==> images/final_placement.png <==
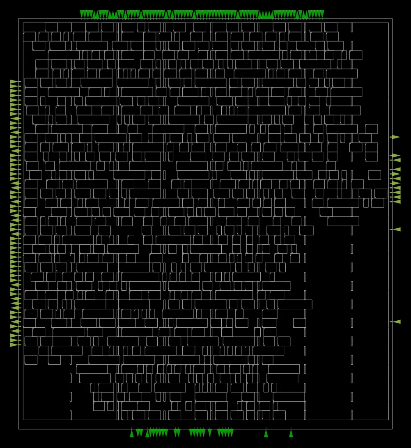
==> images/met2.png <==
Drawn at 4 px/um.
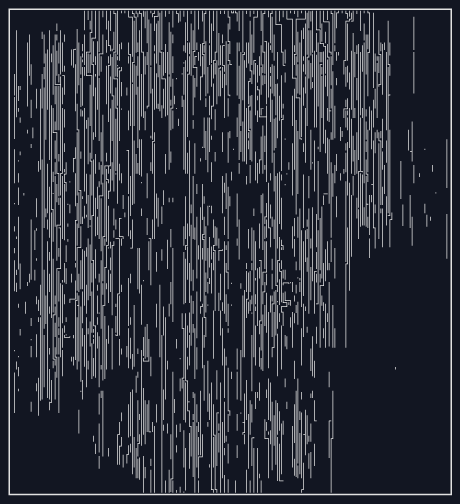
==> images/pins.png <==
Drawn at 4 px/um. Pins as bars across the die edge, other pins in gray.
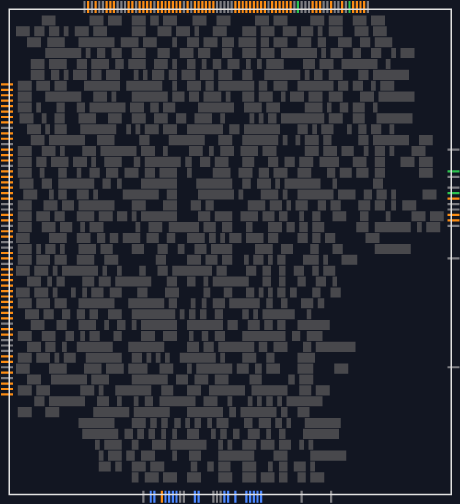
==> images/port_nets.png <==
Drawn at 2 px/um.
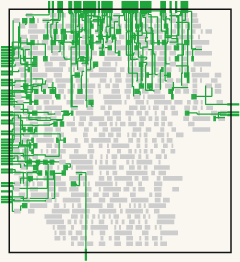
==> config.mk <==
export PLATFORM = sky130hd
export DESIGN_NAME = reg_write_arb
export DESIGN_NICKNAME = d
export VERILOG_FILES = /design/src/rtl/reg_write_arb.sv
export SDC_FILE = /design/constraint.sdc
export NUM_CORES = 1
export LEC_CHECK = 0
export CELL_PAD_IN_SITES_DETAIL_PLACEMENT = 1
export CELL_PAD_IN_SITES_GLOBAL_PLACEMENT = 1
export CORE_ASPECT_RATIO = 1.1
export CORE_UTILIZATION = 35
export CTS_CLUSTER_SIZE = 14
export DETAILED_ROUTE_END_ITERATION = 16
export PLACE_DENSITY = 0.92
export SLEW_MARGIN = 20
export SYNTH_ARGS = -nofsm -noshare
export SYNTH_HDL_FRONTEND = slang
export SYNTH_SLANG_ARGS = --single-unit
==> constraint.sdc <==
create_clock -name clk -period 4.6 [get_ports clk]
set_input_delay 0.69 -clock clk [delete_from_list [all_inputs] [get_ports clk]]
set_output_delay 0.69 -clock clk [all_outputs]
set_load 0.005 [all_outputs]
==> run_results.csv <==
group,metric,value,unit
sta,setup_tns,0,ns
setup_path,path_max_fanout,15,
setup_path,crit_path_max_incr_delay,0.57,ns
yosys,simple_gate_area_share,13.8,%
power_and_ir_drop,power_density,683,mW/mm2
cts,post_cts_resized,0,
cts,cts_made_buffers,9,
drt,highest_layer,"met4",
drt,wl_met2,8.89,mm
sta,finalHoldViolations,0,
status,status,"complete, no violations",
power_and_ir_drop,p_leak,2.46,nW
grt,grt_pass1_vias,5092,
drt,final_antenna_net_count,0,
power_and_ir_drop,total_power,4.54,mW
setup_path,cp_slowest_cell,"mux4_2",
layout,final_nets,779,
sta,fmax,234,MHz
yosys,synth-edff-count,0,
placed_design,gp_congestion,0.920,
sta,maxSlewHeadroom,26.7,%
yosys,top_cells_by_count,"dfrtp_1 (59), nor2_1 (58), inv_1 (46), a211oi_1 (44), a31oi_1 (39)",
yosys,synth_area_per_cell,8.82,um2
layout,fin_area,0.00665,mm2
placed_design,dp_hpwl,12.2,mm
grt,grt_pass1_wl,27.4,mm
cts,clock_latency,0.34,ns
grt,overflow,0,
yosys,numSynthFlops,59,
worst_hold_path,worstHoldPathCells,2,
sta,rsz0062_at_grt,"false",
drt,met1_length,6.94,mm
yosys,ys_seq_share,32.8,%
sta,holdWs,0.504,ns
sta,tightest_slew,1.10,ns
die,fp-utilization,35.7,%
grt,grt_max_degree,61,
setup_path,required,3.91,ns
drt,wl_met3,1.18,mm
drt,viasPerCell,6.11,
yosys,ys_types,59,
yosys,netlist_area,0.00450,mm2
placed_design,place_ws,0.665,ns
yosys,ys_top_logic_family,"AND-OR/OR-AND gates",
grt,grtUsageMet3,5.42,%
grt,grt.busiest_layer,"met2",
placed_design,dp_cells,801,
drt,post_drt_wl_per_cell,21.9,um
yosys,synth_adder_area_share,2.50,%
About final_placement.png:
sequential cell count: 59
num rows: 43
Core Box Area: 0.0126 mm2
Final Non-Filler Cells: 817
fin util: 52.8%

About met2.png:
710 nets have wire on it. The layer carries 8,890 um of wire.
WL final: 17.9 mm
grt met2 use: 45.2%
via count: 4,989

About pins.png:
Key: green = write_addr [pins 4, direction output, edge 2 east, 2 north]; orange = req_data [pins 96, direction input, edge 49 north, 43 west, 3 east, 1 south]; blue = contention_cnt [pins 16, direction output, edge south]
All pins by edge: 78 north, 58 west, 25 south, 13 east.
Die X: 110 um
number of port buffers: 173
Die Span Y: 121 um

About port_nets.png:
Key: green = req_data [bits 96, direction input, edge 49 north, 43 west, 3 east, 1 south, end cells 96, buffers 96, wire 2,650 um]
I/O pin total: 174

-- layout make-up --
cell class / instances / area (um2) / area share, %
inverters: 47 / 176 / 2.65
clock inverters: 6 / 111 / 1.67
flip-flops and latches: 59 / 1480 / 22.2
well taps: 157 / 196 / 2.95
repair buffers: 186 / 1820 / 27.4
multi-input cells: 352 / 2630 / 39.5
clock buffers: 10 / 239 / 3.59
-- layout by cell type, fill, tap and decap left out, types with 3 or more instances in the layout --
cell / netlist / final
buf_4: 1 / 13
nand2_1: 12 / 12
inv_1: 46 / 46
nor2b_1: 7 / 6
a221oi_1: 36 / 36
clkbuf_16: 0 / 9
nand2b_1: 6 / 6
dfrtp_1: 59 / 59
ha_1: 9 / 9
a21oi_1: 6 / 6
nor2_1: 58 / 58
o21ai_0: 8 / 8
xnor2_1: 14 / 14
nor3_1: 11 / 11
nand4_1: 7 / 7
nand3_1: 10 / 10
bufinv_16: 0 / 3
clkdlybuf4s50_1: 0 / 172
and2_1: 3 / 3
or3_1: 4 / 4
a211oi_1: 44 / 44
a31oi_1: 39 / 38
a211oi_2: 30 / 30
a211o_1: 4 / 4
mux2i_1: 4 / 4
-- power breakdown --
| group | leakage [nW] | switching (mW) | internal (mW) |
|---|---|---|---|
| Sequential | 0.732 | 0.134 | 0.729 |
| Combinational | 1.56 | 1.69 | 1.19 |
| Clock | 0.169 | 0.254 | 0.544 |
-- worst max-delay path, delay by kind of cell (launching register included) --
kind | cells | cell delay, ns
compound gates | 2 | 0.41
fa+ha+maj | 1 | 0.54
buf+inv | 2 | 0.67
flops | 1 | 0.47
mux | 2 | 0.96
simple gates | 1 | 0.19
No activity file was given, so power comes from the tool's default toggle rates.
